===== config.mk =====
export PLATFORM = sky130hd
export DESIGN_NAME = ultrasonic_ranger
export DESIGN_NICKNAME = d
export VERILOG_FILES = /design/src/rtl/ultrasonic_ranger_pkg.sv /design/src/rtl/ultrasonic_ranger_echo_sync.sv /design/src/rtl/ultrasonic_ranger.sv
export SDC_FILE = /design/constraint.sdc
export NUM_CORES = 1
export LEC_CHECK = 0
export ABC_AREA = 1
export CAP_MARGIN = 10
export CORE_MARGIN = 3
export CORE_UTILIZATION = 40
export CTS_CLUSTER_SIZE = 28
export DETAILED_ROUTE_END_ITERATION = 12
export PLACE_DENSITY = 0.63
export SETUP_SLACK_MARGIN = 0.15
export SYNTH_ARGS = -nofsm -noshare
export SYNTH_HDL_FRONTEND = slang
export SYNTH_SLANG_ARGS = --single-unit

===== constraint.sdc =====
create_clock -name clk -period 3.4 [get_ports clk]
set_input_delay 0.34 -clock clk [delete_from_list [all_inputs] [get_ports clk]]
set_output_delay 0.34 -clock clk [all_outputs]
set_load 0.1 [all_outputs]

===== src/rtl/ultrasonic_ranger_pkg.sv =====
// Shared FSM encoding and default 50 MHz timing constants for the ultrasonic ranger.
package ultrasonic_ranger_pkg;

  typedef enum logic [2:0] {
    IDLE      = 3'd0,
    TRIG      = 3'd1,
    WAIT_RISE = 3'd2,
    MEASURE   = 3'd3,
    HOLDOFF   = 3'd4
  } state_t;

  localparam int unsigned CYCLES_PER_CM_DEF = 2900;     // 58 us of echo per cm
  localparam int unsigned TRIG_CYCLES_DEF   = 500;      // 10 us trigger
  localparam int unsigned RISE_TIMEOUT_DEF  = 1500000;  // 30 ms without an echo
  localparam int unsigned MAX_CM_DEF        = 400;
  localparam int unsigned PERIOD_CYCLES_DEF = 3000000;  // 60 ms between triggers

  localparam int unsigned DIST_W = 9;

endpackage


===== src/rtl/ultrasonic_ranger_echo_sync.sv =====
// Two-flop synchronizer for the raw echo pin plus rise/fall detection on the synchronized level.
// Rise and fall see the same 2-cycle delay, so pulse width is preserved.
module echo_sync (
  input  logic clk,
  input  logic rst,
  input  logic echo,
  output logic echo_s,
  output logic echo_rise,
  output logic echo_fall
);

  logic echo_meta;
  logic echo_d;

  always_ff @(posedge clk or posedge rst) begin
    if (rst) begin
      echo_meta <= 1'b0;
      echo_s    <= 1'b0;
      echo_d    <= 1'b0;
    end else begin
      echo_meta <= echo;
      echo_s    <= echo_meta;
      echo_d    <= echo_s;
    end
  end

  assign echo_rise = echo_s & ~echo_d;
  assign echo_fall = ~echo_s & echo_d;

endmodule


===== src/rtl/ultrasonic_ranger.sv =====
// HC-SR04 style ranger: fires trig, times the echo pulse and reports whole centimetres,
// with a no-echo timeout, saturation at MAX_CM and a minimum trigger period.
module ultrasonic_ranger
  import ultrasonic_ranger_pkg::*;
#(
  parameter int unsigned CYCLES_PER_CM = CYCLES_PER_CM_DEF,
  parameter int unsigned TRIG_CYCLES   = TRIG_CYCLES_DEF,
  parameter int unsigned RISE_TIMEOUT  = RISE_TIMEOUT_DEF,
  parameter int unsigned MAX_CM        = MAX_CM_DEF,
  parameter int unsigned PERIOD_CYCLES = PERIOD_CYCLES_DEF
) (
  input  logic              clk,
  input  logic              rst,
  input  logic              start,
  input  logic              echo,
  output logic              trig,
  output logic              busy,
  output logic [DIST_W-1:0] dist_cm,
  output logic              valid,
  output logic              timeout
);

  localparam int PRE_W  = $clog2(CYCLES_PER_CM + 1);
  localparam int TRIG_W = $clog2(TRIG_CYCLES + 1);
  localparam int RISE_W = $clog2(RISE_TIMEOUT + 1);
  localparam int CM_W   = $clog2(MAX_CM + 1);
  localparam int PER_W  = $clog2(PERIOD_CYCLES + 1);

  state_t            state;
  logic [PRE_W-1:0]  pre_cnt;
  logic [CM_W-1:0]   cm_cnt;
  logic [TRIG_W-1:0] trig_cnt;
  logic [RISE_W-1:0] wait_cnt;
  logic [PER_W-1:0]  per_cnt;

  logic echo_s;
  logic echo_rise;
  logic echo_fall;
  logic echo_hi_d;
  logic wrap;
  logic [CM_W-1:0] cm_next;

  echo_sync u_echo_sync (
    .clk       (clk),
    .rst       (rst),
    .echo      (echo),
    .echo_s    (echo_s),
    .echo_rise (echo_rise),
    .echo_fall (echo_fall)
  );

  // Count on the one-cycle-delayed level: it is high on exactly N MEASURE cycles for
  // an N-cycle pulse, including the cycle the fall is seen, so a wrap on that cycle
  // still lands in the result.
  always_comb begin
    echo_hi_d = (echo_s & ~echo_rise) | echo_fall;
    wrap      = echo_hi_d && (pre_cnt == PRE_W'(CYCLES_PER_CM - 1));
    cm_next   = cm_cnt;
    if (wrap && (cm_cnt != CM_W'(MAX_CM))) begin
      cm_next = cm_cnt + 1'b1;
    end
  end

  always_ff @(posedge clk or posedge rst) begin
    if (rst) begin
      state    <= IDLE;
      trig     <= 1'b0;
      busy     <= 1'b0;
      dist_cm  <= '0;
      valid    <= 1'b0;
      timeout  <= 1'b0;
      pre_cnt  <= '0;
      cm_cnt   <= '0;
      trig_cnt <= '0;
      wait_cnt <= '0;
      per_cnt  <= '0;
    end else begin
      valid <= 1'b0;
      if ((state != IDLE) && (per_cnt != PER_W'(PERIOD_CYCLES))) begin
        per_cnt <= per_cnt + 1'b1;
      end

      case (state)
        IDLE: begin
          if (start) begin
            state    <= TRIG;
            trig     <= 1'b1;
            busy     <= 1'b1;
            per_cnt  <= '0;
            trig_cnt <= '0;
          end
        end

        TRIG: begin
          if (trig_cnt == TRIG_W'(TRIG_CYCLES - 1)) begin
            trig     <= 1'b0;
            state    <= WAIT_RISE;
            wait_cnt <= '0;
          end else begin
            trig_cnt <= trig_cnt + 1'b1;
          end
        end

        WAIT_RISE: begin
          if (echo_rise) begin
            state   <= MEASURE;
            pre_cnt <= '0;
            cm_cnt  <= '0;
          end else if (wait_cnt == RISE_W'(RISE_TIMEOUT - 1)) begin
            valid   <= 1'b1;
            timeout <= 1'b1;
            dist_cm <= DIST_W'(MAX_CM);
            state   <= HOLDOFF;
          end else begin
            wait_cnt <= wait_cnt + 1'b1;
          end
        end

        MEASURE: begin
          if (echo_hi_d) begin
            pre_cnt <= wrap ? '0 : pre_cnt + 1'b1;
          end
          cm_cnt <= cm_next;
          if (cm_next == CM_W'(MAX_CM)) begin
            valid   <= 1'b1;
            timeout <= 1'b1;
            dist_cm <= DIST_W'(MAX_CM);
            state   <= HOLDOFF;
          end else if (echo_fall) begin
            valid   <= 1'b1;
            timeout <= 1'b0;
            dist_cm <= DIST_W'(cm_next);
            state   <= HOLDOFF;
          end
        end

        HOLDOFF: begin
          if (per_cnt >= PER_W'(PERIOD_CYCLES - 1)) begin
            state <= IDLE;
            busy  <= 1'b0;
          end
        end

        default: begin
          state <= IDLE;
          trig  <= 1'b0;
          busy  <= 1'b0;
        end
      endcase
    end
  end

endmodule


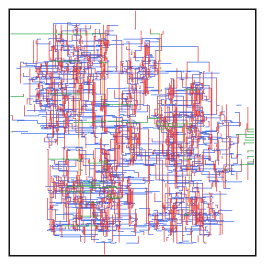
run_1/metal_stack.png
Scale: 2 px per micron.
legend:
  red:
    layer: met2
    wire_length: 5710 microns
  blue:
    layer: met1
    wire_length: 5610 microns
  orange:
    layer: met4
    wire_length: 229 microns
  green:
    layer: met3
    wire_length: 398 microns
vias: 4712
final wirelength: 11900 microns

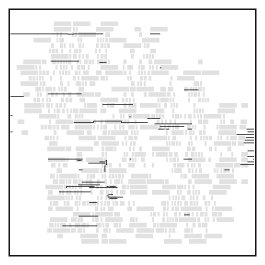
run_1/met3.png
Scale: 2 px per micron. Cells faint in the background.
share of all routed wire: 3.3%
longest straight run: 28.5 microns
main direction: horizontal
M3 GR Usage: 2.90%

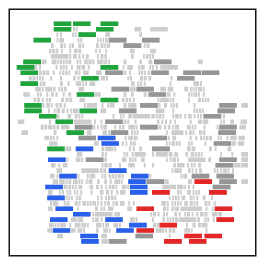
run_1/registers.png
Scale: 2 px per micron.
legend:
  green:
    signal: `per_cnt`
    flops: 22
  red:
    signal: `pre_cnt`
    flops: 12
    where: south-east
  blue:
    signal: `wait_cnt`
    flops: 21
Flop area: 2300 sq um
sequential power: 1.35 mW
post-layout util: 46.8%
Seq area share: 38.0%

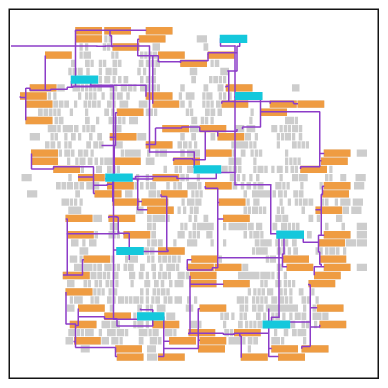
run_1/clock_map.png
Scale: 3 px per micron.
legend:
  purple:
    item: clock wires
    length: 1340 microns
  cyan:
    item: cells driving clock nets
    count: 9
  orange:
    item: flip-flops
    count: 92
routed clock nets: 10
flops lie: all over the die
Late-Pin Clk Latency: 360 ps
Setup Skew: 5.72 ps
clock share of power: 28.0%
Clock group: 1.03 mW

==> run notes, run 1 <==
impl run done, here's what came out: starting density of the core=42.0%, area leader, netlist=dfrtp_1, dominant logic cell type in the layout=nand2_1, Final period util=81.0%, Area-dominant class=combinational gates, relative slew slack=35.1%, Crit path max-delay family=simple AND/OR/NAND/NOR gates, register-to-register setup slack=640 ps, Placer Congestion=0.920, top area contributor share=42.4%, first-pass GRT wire length=21400 microns, filler cell count=1296, Well Taps=172, comb_multi_in=514, CP Launch Type=flip-flop, Clk pin slew, worst setup/hold paths=70 ps, Final ANT Viol Nets=0, synth top area cells=dfrtp_1, nand2_1, nor2_1, crit-path max cell delay=520 ps, hold path start=u_echo_sync.echo_meta, worst hold stages=0, Logic family by area=simple AND/OR/NAND/NOR gates, Logic area=2680 sq um, hold crit path type=flip-flop to flip-flop, Slew Viols, Final=0, Crit path buffers/inverters=2, CTS resizes=0, n_diodes=0, share of cells above drive strength 1=9.32%, mux share=0%, P_comb=1.31 mW, number of synthesized register bits=92, Arr. time, crit path=3000 ps, end of the critical path=wait_cnt[2], root buffer cell=clkbuf_16, yosys xor share=4.52%, P per Cell Area=610 nW/um^2, simple-gate area share of the yosys netlist=33.0%, core footprint=12900 sq um, maximum vdd ir drop=0.000457 V, Syn Inst Count=718, Commonest flop=dfrtp_1, worst setup path class=flip-flop to flip-flop, Complex Gates by Area=10.2%, DP Area=5750 sq um, total grt overflow=0, H-Tree Level Count=3, worst setup slack after layout=644 ps, Distinct cells, synth=44, synthesized area per cell=7.56 sq um, Post-synth EDFFs=0, combinational fraction of the cell area=44.2%, invs w/o clock=98, initial antenna violation count=0, Inserted Clock Buffers=9, gr usage total=17.7%, die width=123 microns, vias in the first global route=4585, I/O pin cnt=17, Clock Sink Count=92, status=finished clean, Area Growth Syn to Fin=11.5%, sequential share of power=36.6%, count leader, synth=nand2_1, total power=3.69 mW, M1 GR Usage=23.1%, r2r endpoint=wait_cnt[2], routed len/inst=13.1 microns, Initial DRC Count=282, clkbuf count=9, pre-CTS WS=637 ps, setup TNS=0 ps, OpenROAD warnings=28, Mapped Nets=729, setup violators final=0, final instance area=6050 sq um, dpl hpwl=8840 microns, Hold Path End=u_echo_sync.echo_s, M1 WL=5610 microns, Ys Warns=0, DRC viols=0, Syn Std Cell Area=5430 sq um, RSZ-0062 raised after global routing=false, WL met2=5710 microns, Setup Fix Bufs, Post-CTS=0, yosys synthesis chip area=5430 sq um, number of failing hold endpoints at the final stage=0, Critical path origin=state[2], max-cap viol count=0, P_leak=2.69 nW, CTS Hold Bufs=0, flop count=92, Port Buf Inserts=16, Top Metal Used=met4, Rows=41, Worst R2R Start=state[2], FF-to-FF path depth=9, final-layout clock-cell area share=4.94%, clk buf depth=2, Switching Fraction=42.3%, CP required=3640 ps, most flop-heavy register=per_cnt, CP Cell Sequence=nor2_1 -> nand2_1 -> inv_1 -> nand2_1 -> nand3_2 -> inv_1 -> nand2_1 -> nand2_1 -> nor2_1, worst hold slack=359 ps, Seq/Total Area, Yosys=42.4%, TritonCTS clock tree=yes, number of cells in Yosys stat=718, Non-clk bufs=20, vias per cell=5.17, stages on the worst setup path=9, Crit Path Max Fanout=37, CP Capture Type=flip-flop, chip area=15000 sq um, FFs w/ async S/R, synth=100%, largest net degree at the start of global routing=46, Slowest cell on crit path=nand2_1
--- run 2 (diff from run 1) ---
PLACE_DENSITY = 0.65   (was 0.63)
clock period = 2.4 ns   (was 3.4 ns; I/O delays follow)
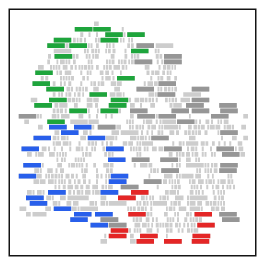
run_2/registers.png
Scale: 2 px per micron.
legend:
  green:
    signal: `per_cnt`
    flops: 22
  blue:
    signal: `wait_cnt`
    flops: 21
  red:
    signal: `pre_cnt`
    flops: 12
    where: south
sequential power: 1.92 mW
post-layout util: 47.6%
Seq area share: 37.5%

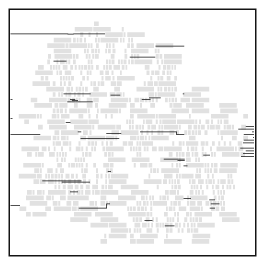
run_2/met3.png
Scale: 2 px per micron. Cells faint in the background.
main direction: horizontal
share of all routed wire: 2.9%
final wirelength: 11800 microns
vias: 4720
M3 GR Usage: 3.13%

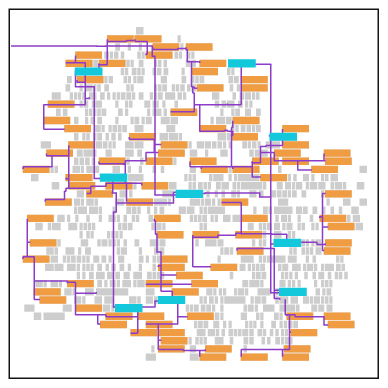
run_2/clock_map.png
Scale: 3 px per micron.
legend:
  purple:
    item: clock wires
    length: 1220 microns
  cyan:
    item: cells driving clock nets
    count: 9
  orange:
    item: flip-flops
    count: 92
routed clock nets: 10
Late-Pin Clk Latency: 350 ps
Clock group: 1.44 mW
clock share of power: 27.0%
Setup Skew: 7.66 ps

==> run notes, run 2 <==
impl run done, here's what came out: status=finished clean, Placer Congestion=0.905 (-1.6%), dominant logic cell type in the layout=nand2_1, CTS Hold Bufs=0 (unchanged), H-Tree Level Count=3 (unchanged), Clock Sink Count=92 (unchanged), worst hold slack=341 ps (-18.6 ps), Seq/Total Area, Yosys=42.4% (unchanged), synthesized area per cell=7.56 sq um (unchanged), sequential share of power=35.9% (-0.7 points), CP Cell Sequence=ha_2 -> nand2_2 -> nor2_2 -> nand2_1 -> nor2_2 -> nand3_1 -> nand2_1 -> nand3_1 -> nor2_2 -> nand2_2 -> nand3_4 -> nand2_8 -> nand2_1 -> nand2_1, share of cells above drive strength 1=12.3% (+3.0 points), setup TNS=0 ps (unchanged), count leader, synth=nand2_1, clkbuf count=10 (+1), Top Metal Used=met4, M1 WL=5950 microns (+6.1%), simple-gate area share of the yosys netlist=33.0% (unchanged), chip area=15000 sq um (unchanged), Crit Path Max Fanout=12 (-68%), CTS resizes=0 (unchanged), Setup Fix Bufs, Post-CTS=0 (unchanged), die width=123 microns (unchanged), crit-path max cell delay=380 ps (-140 ps), filler cell count=1305 (+0.69%), Non-clk bufs=29 (+45%), total grt overflow=0 (unchanged), worst setup path class=flip-flop to flip-flop, vias in the first global route=4503 (-1.8%), Critical path origin=pre_cnt[1], number of cells in Yosys stat=718 (unchanged), Area Growth Syn to Fin=13.2%, CP Capture Type=flip-flop, Syn Std Cell Area=5430 sq um (unchanged), Port Buf Inserts=16 (unchanged), routed len/inst=12.8 microns (-2.3%), Distinct cells, synth=44 (unchanged), Complex Gates by Area=10.2% (unchanged), end of the critical path=dist_cm[1], Clk pin slew, worst setup/hold paths=60 ps (about the same), r2r endpoint=dist_cm[1], vias per cell=5.12 (-0.81%), dpl hpwl=8620 microns (-2.5%), yosys synthesis chip area=5430 sq um (unchanged), pre-CTS WS=268 ps (-369 ps), most flop-heavy register=per_cnt, Final period util=86.0% (+5.0 points), Logic area=2700 sq um (+0.98%), Crit path max-delay family=simple AND/OR/NAND/NOR gates, TritonCTS clock tree=yes, P per Cell Area=870 nW/um^2 (+43%), Worst R2R Start=pre_cnt[1], DP Area=5780 sq um (+0.48%), combinational fraction of the cell area=44.0% (-0.25 points), Mapped Nets=729 (unchanged), I/O pin cnt=17 (unchanged), setup violators final=0 (unchanged), number of failing hold endpoints at the final stage=0 (unchanged), first-pass GRT wire length=20900 microns (-2.3%), stages on the worst setup path=14 (+5), total power=5.35 mW (+45%), M1 GR Usage=24.0% (+0.95 points), n_diodes=0 (unchanged), Final ANT Viol Nets=0 (unchanged), starting density of the core=42.0% (unchanged), WL met2=5280 microns (-7.7%), OpenROAD warnings=28 (unchanged), Rows=41 (unchanged), synth top area cells=dfrtp_1, nand2_1, nor2_1, Flop area=2300 sq um (unchanged), RSZ-0062 raised after global routing=false, area leader, netlist=dfrtp_1
Power figures rest on the tool's default switching activity, not on a simulated workload.
